<file path="src/rtl/esp_cmd_port.sv">
// Memory-mapped CPU responder for the ESP command link: a STATUS/DATA register pair
// in front of a 16-entry TX FIFO (CPU to link) and a 16-entry RX FIFO (link to CPU).
module esp_cmd_port #(
    parameter int unsigned DEPTH_LOG2 = 4
) (
    input  logic        clk,
    input  logic        reset,
    input  logic        bus_addr,
    input  logic [31:0] bus_wrdata,
    input  logic        bus_wren,
    input  logic        bus_rden,
    output logic [31:0] bus_rddata,
    output logic [8:0]  tx_data,
    output logic        tx_valid,
    input  logic        tx_ready,
    input  logic [7:0]  rx_data,
    input  logic        rx_valid
);

    localparam int unsigned DEPTH = 1 << DEPTH_LOG2;

    logic [8:0]          tx_mem [DEPTH];
    logic [7:0]          rx_mem [DEPTH];
    logic [DEPTH_LOG2:0] tx_wr_ptr, tx_rd_ptr;
    logic [DEPTH_LOG2:0] rx_wr_ptr, rx_rd_ptr;
    logic                overflow;

    logic tx_empty, tx_full, tx_push, tx_pop;
    logic rx_empty, rx_full, rx_push, rx_pop, rx_drop;
    logic ovf_clear;
    logic [31:0] status_word;
    logic unused_wrdata;

    assign tx_empty = (tx_wr_ptr == tx_rd_ptr);
    assign tx_full  = (tx_wr_ptr[DEPTH_LOG2] != tx_rd_ptr[DEPTH_LOG2]) &&
                      (tx_wr_ptr[DEPTH_LOG2-1:0] == tx_rd_ptr[DEPTH_LOG2-1:0]);
    assign rx_empty = (rx_wr_ptr == rx_rd_ptr);
    assign rx_full  = (rx_wr_ptr[DEPTH_LOG2] != rx_rd_ptr[DEPTH_LOG2]) &&
                      (rx_wr_ptr[DEPTH_LOG2-1:0] == rx_rd_ptr[DEPTH_LOG2-1:0]);

    // A pop in the same cycle frees a slot, so a push into a full FIFO is still accepted.
    assign tx_pop  = !tx_empty && tx_ready;
    assign tx_push = bus_wren && bus_addr && (!tx_full || tx_pop);
    assign rx_pop  = bus_rden && bus_addr && !rx_empty;
    assign rx_push = rx_valid && (!rx_full || rx_pop);
    assign rx_drop = rx_valid && rx_full && !rx_pop;

    assign ovf_clear     = bus_wren && !bus_addr && bus_wrdata[2];
    assign status_word   = {29'b0, overflow, tx_full, !rx_empty};
    assign unused_wrdata = ^bus_wrdata[31:9];

    assign tx_valid = !tx_empty;
    assign tx_data  = tx_mem[tx_rd_ptr[DEPTH_LOG2-1:0]];

    always_ff @(posedge clk) begin
        if (tx_push)
            tx_mem[tx_wr_ptr[DEPTH_LOG2-1:0]] <= bus_wrdata[8:0];
        if (rx_push)
            rx_mem[rx_wr_ptr[DEPTH_LOG2-1:0]] <= rx_data;
    end

    always_ff @(posedge clk or posedge reset) begin
        if (reset) begin
            tx_wr_ptr  <= '0;
            tx_rd_ptr  <= '0;
            rx_wr_ptr  <= '0;
            rx_rd_ptr  <= '0;
            overflow   <= 1'b0;
            bus_rddata <= '0;
        end else begin
            if (tx_push) tx_wr_ptr <= tx_wr_ptr + 1'b1;
            if (tx_pop)  tx_rd_ptr <= tx_rd_ptr + 1'b1;
            if (rx_push) rx_wr_ptr <= rx_wr_ptr + 1'b1;
            if (rx_pop)  rx_rd_ptr <= rx_rd_ptr + 1'b1;

            if (rx_drop)
                overflow <= 1'b1;
            else if (ovf_clear)
                overflow <= 1'b0;

            if (bus_rden) begin
                if (!bus_addr)
                    bus_rddata <= status_word;
                else if (!rx_empty)
                    bus_rddata <= {24'b0, rx_mem[rx_rd_ptr[DEPTH_LOG2-1:0]]};
                else
                    bus_rddata <= '0;
            end
        end
    end

endmodule

</file>
<file path="config.mk">
export PLATFORM = sky130hd
export DESIGN_NAME = esp_cmd_port
export DESIGN_NICKNAME = d
export VERILOG_FILES = /design/src/rtl/esp_cmd_port.sv
export SDC_FILE = /design/constraint.sdc
export NUM_CORES = 1
export LEC_CHECK = 0
export CORE_ASPECT_RATIO = 0.9
export CORE_UTILIZATION = 45
export DETAILED_ROUTE_END_ITERATION = 8
export DONT_BUFFER_PORTS = 1
export GPL_TIMING_DRIVEN = 0
export PLACE_DENSITY = 0.68
export RECOVER_POWER = 50
export SLEW_MARGIN = 20
export SYNTH_ARGS = -nofsm -noshare
export SYNTH_HDL_FRONTEND = slang
export SYNTH_SLANG_ARGS = --single-unit
</file>
<file path="constraint.sdc">
create_clock -name clk -period 3.3 [get_ports clk]
set_clock_uncertainty 0.05 [all_clocks]
set_input_delay 0.66 -clock clk [delete_from_list [all_inputs] [get_ports clk]]
set_output_delay 0.66 -clock clk [all_outputs]
set_load 0.01 [all_outputs]
</file>
==> impl_metrics.toml <==
# yosys + openroad results
[run_status]
outcome = "completed"

[worst_setup_path]
worst_ep_arrival_time_ps = 2470
start_kind = "register"
slowest_delay_ps = 530
cp_max_fo = 10
cpMaxStageDelayCell = "mux4_2"
path_delay_family = "AND-OR/OR-AND gates"
crit_required_ps = 2590

[placement]
placed_area_sq_mm = 0.01270
hpwl_mm = 15.89
portBuffers = 0
place.gp.congestion = 0.8259
place_inst = 1014

[timing]
max_freq_mhz = 314.3
max_slew_margin_pct = 27.64
finalCritPeriodShare_pct = 96.41
finalSetupViolCount = 0
worstMarginPinSlew_ps = 1084
period_minus_slack_ps = 3182

[global_route]
grt_start_max_net_pins = 30
antenna_found_initial = 0
grt_pass1_vias = 6067

[logic_synthesis]
synthDistinctLibCells = 43
synth_flops = 301
syn_area_sq_mm = 0.01216

[pwr]
p_total_mw = 11.33
combPwrFrac_pct = 28.9
switchingPower_mw = 3.487
p_sw_share_pct = 30.77
p_leak_nw = 4.640
pwr-share-seq_pct = 42.7
intPower_mw = 7.847
p_per_area_mw_per_mm2 = 830.5

[finish]
diodes = 0
fin_nets = 755
fin_cells = 1068
postLayoutCellArea_sq_mm = 0.01365
drive_gt1_share_pct = 22.08
most-common-layout-cells = "edfxtp_1 (272), mux4_2 (65), clkbuf_16 (32), nand2_1 (29), dfrtp_1 (29)"

[clocking]
cts_tree = "yes"
cts_root_buf = "clkbuf_16"
h-tree-depth = 1
clockBufferDepth = 3
hold_buffers = 0

[floorplanning]
io_pins = 89
die_w_microns = 175.3
placementRows = 56
die-area_sq_mm = 0.02768

[min_path]
hold_path_class = "input pin to register"

[drt]
antenna_left = 0
dr.pass1.iters = 5
wire_per_inst_microns = 22.74

[job]
max_cap_viol_count = 0
## cell usage after synthesis, types with 10 or more instances
cell / number / area share (%)
a211oi_1: 10 / 0.62
a21oi_1: 13 / 0.54
a22oi_1: 10 / 0.62
and3_1: 16 / 0.82
buf_2: 11 / 0.45
buf_4: 27 / 1.7
clkbuf_1: 10 / 0.31
dfrtp_1: 29 / 6.0
edfxtp_1: 272 / 67
ha_1: 10 / 1.0
inv_1: 14 / 0.43
mux2i_1: 12 / 0.99
mux4_2: 65 / 12
nand2_1: 29 / 0.90
nor2_1: 17 / 0.52
nor2b_1: 14 / 0.72
o21ai_0: 13 / 0.54
xnor2_1: 15 / 1.1
xor2_1: 13 / 0.94
## path summary, 6_finish.rpt
| check | slack [ps] | to | depth (start not counted) | start |
|---|---|---|---|---|
| setup / recovery | 120 | tx_data[2] | 5 | tx_rd_ptr[0]$_DFFE_PP0P_ |
| hold / removal | 160 | tx_mem[8][6]$_DFFE_PP_ | 0 | bus_wrdata[6] |
| setup reg to reg | 470 | rx_mem[11][2]$_DFFE_PP_ | 6 | rx_wr_ptr[3]$_DFFE_PP0P_ |
| hold reg to reg | 480 | rx_rd_ptr[4]$_DFFE_PP0P_ | 1 | rx_rd_ptr[4]$_DFFE_PP0P_ |
| max in group asynchronous | 2320 | tx_wr_ptr[4]$_DFFE_PP0P_ | 1 | reset |
| min in group asynchronous | 230 | bus_rddata[6]$_DFFE_PP0P_ | 1 | reset |
## worst register-to-register path, stage by stage, from the launching register on
cell and delay (ps):
dfrtp_1 310, buf_2 280, xor2_1 180, nor4_1 120
a31oi_2 430, nand2_1 300, nor2_1 760
## layer usage
metal,GRT usage [%],wire length [microns]
met1,25.64,10690
met2,28.10,11460
met3,3.554,1738
met4,4.348,398
met5,0,0
## through the flow
stage	setup WS [ps]	util (%)	hold WS, ps
finish	118.4	51.94	160.5
floorplan	890.6	-	419.4
detailed placement	388.3	48.34	476.5
global route	10.29	51.94	141.9
CTS	3.458	51.95	142.5
global placement	208.1	48.26	453.9
## repair_timing
action,CTS,global route
resized,5,4
setup buffers,0,0
endpoints found under the setup margin,8,6
## sequential cells by signal, indices dropped and copies added (netlist names)
register	count
bus_rddata	8
overflow	1
rx_mem	128
rx_rd_ptr	5
rx_wr_ptr	5
tx_mem	144
tx_rd_ptr	5
tx_wr_ptr	5
## cell families after synthesis
group / Yosys count / share of synthesized area (%)
flip-flops: 301 / 73.14
AND/OR/NAND/NOR: 98 / 4.209
multiplexers: 80 / 13.43
buffers and inverters: 69 / 3.149
AND-OR/OR-AND: 56 / 2.995
XOR/XNOR: 28 / 2.017
adder cells (fa/ha/maj): 10 / 1.029
other: 1 / 0.03084
## area by class of cell
cell class              count  area (sq um)
well taps                 348         435.4
inverters                  14         52.55
multi-input cells         296          2989
fillers                  2053         12630
clock inverters             9         78.83
flip-flops and latches    301          8894
clock buffers              45         859.6
plain buffers              55         337.8
## power groups by stage
stage	logic, mW	registers [mW]	clock network [mW]
6_report	3.28	4.84	3.22
5_1_grt	3.53	4.88	3.41
3_5_place_dp	3.27	4.92	0
3_3_place_gp	3.16	4.89	0
2_1_floorplan	2.45	4.83	0
4_1_cts	3.30	4.84	3.26
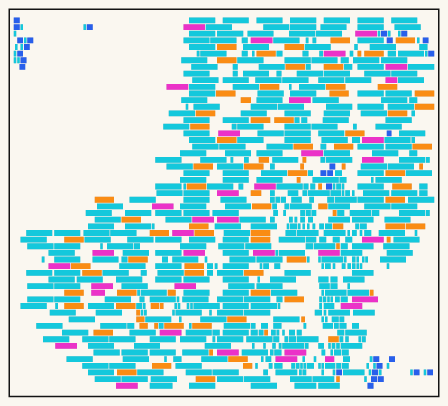
Fig. 1. Cell sizes after repair.
Blue marks x3 and x4, cells 29, share 4.0%. Magenta marks x6 and larger, cells 36, share 5.0%. Cyan marks x1 and smaller, cells 561, share 78%. Orange marks x2, cells 94, share 13%.

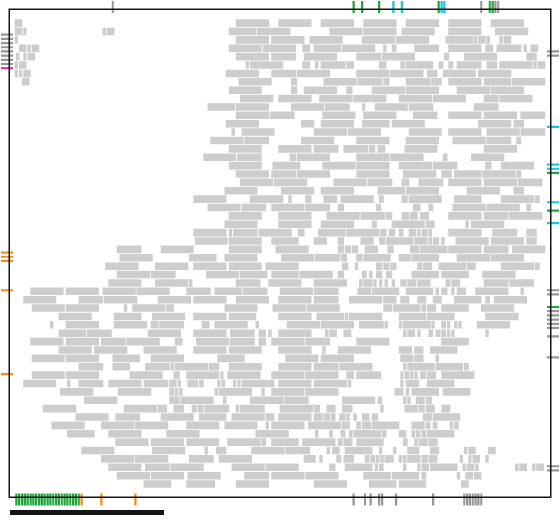
Fig. 2. Ports around the boundary.
Bar = 50 microns. Pins as bars across the die edge, other pins in grey.
Magenta marks clk, pins 1, direction input, edge west. Orange marks rx_data, pins 8, direction input, edge 5 west, 3 south. Cyan marks tx_data, pins 9, direction output, edge 5 east, 4 north. Green marks bus_wrdata, pins 32, direction input, edge 23 south, 6 north, 3 east.

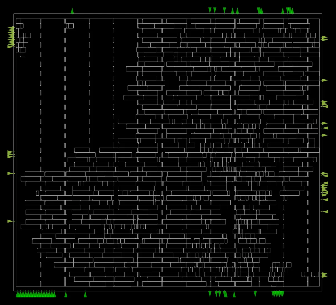
Fig. 3. Placed standard cells.
Seq/total area: 65.17%
n_taps: 348
fill count: 2053
registers: 301

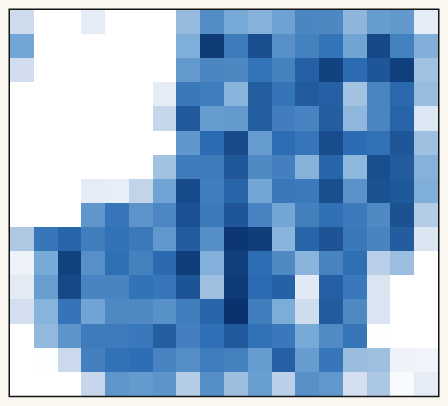
Fig. 4. Cell area per tile.
18 x 16 tiles, from white (low) to dark blue (high), 0 to 100% covered.
The emptiest ninth of the die: north-west. 21% of the tiles are over 75% full. The fullest tile reaches 99%. 22% of the tiles are nearly empty. The mean over all tiles is 48%.

Power is estimated from default activity; no workload was simulated.
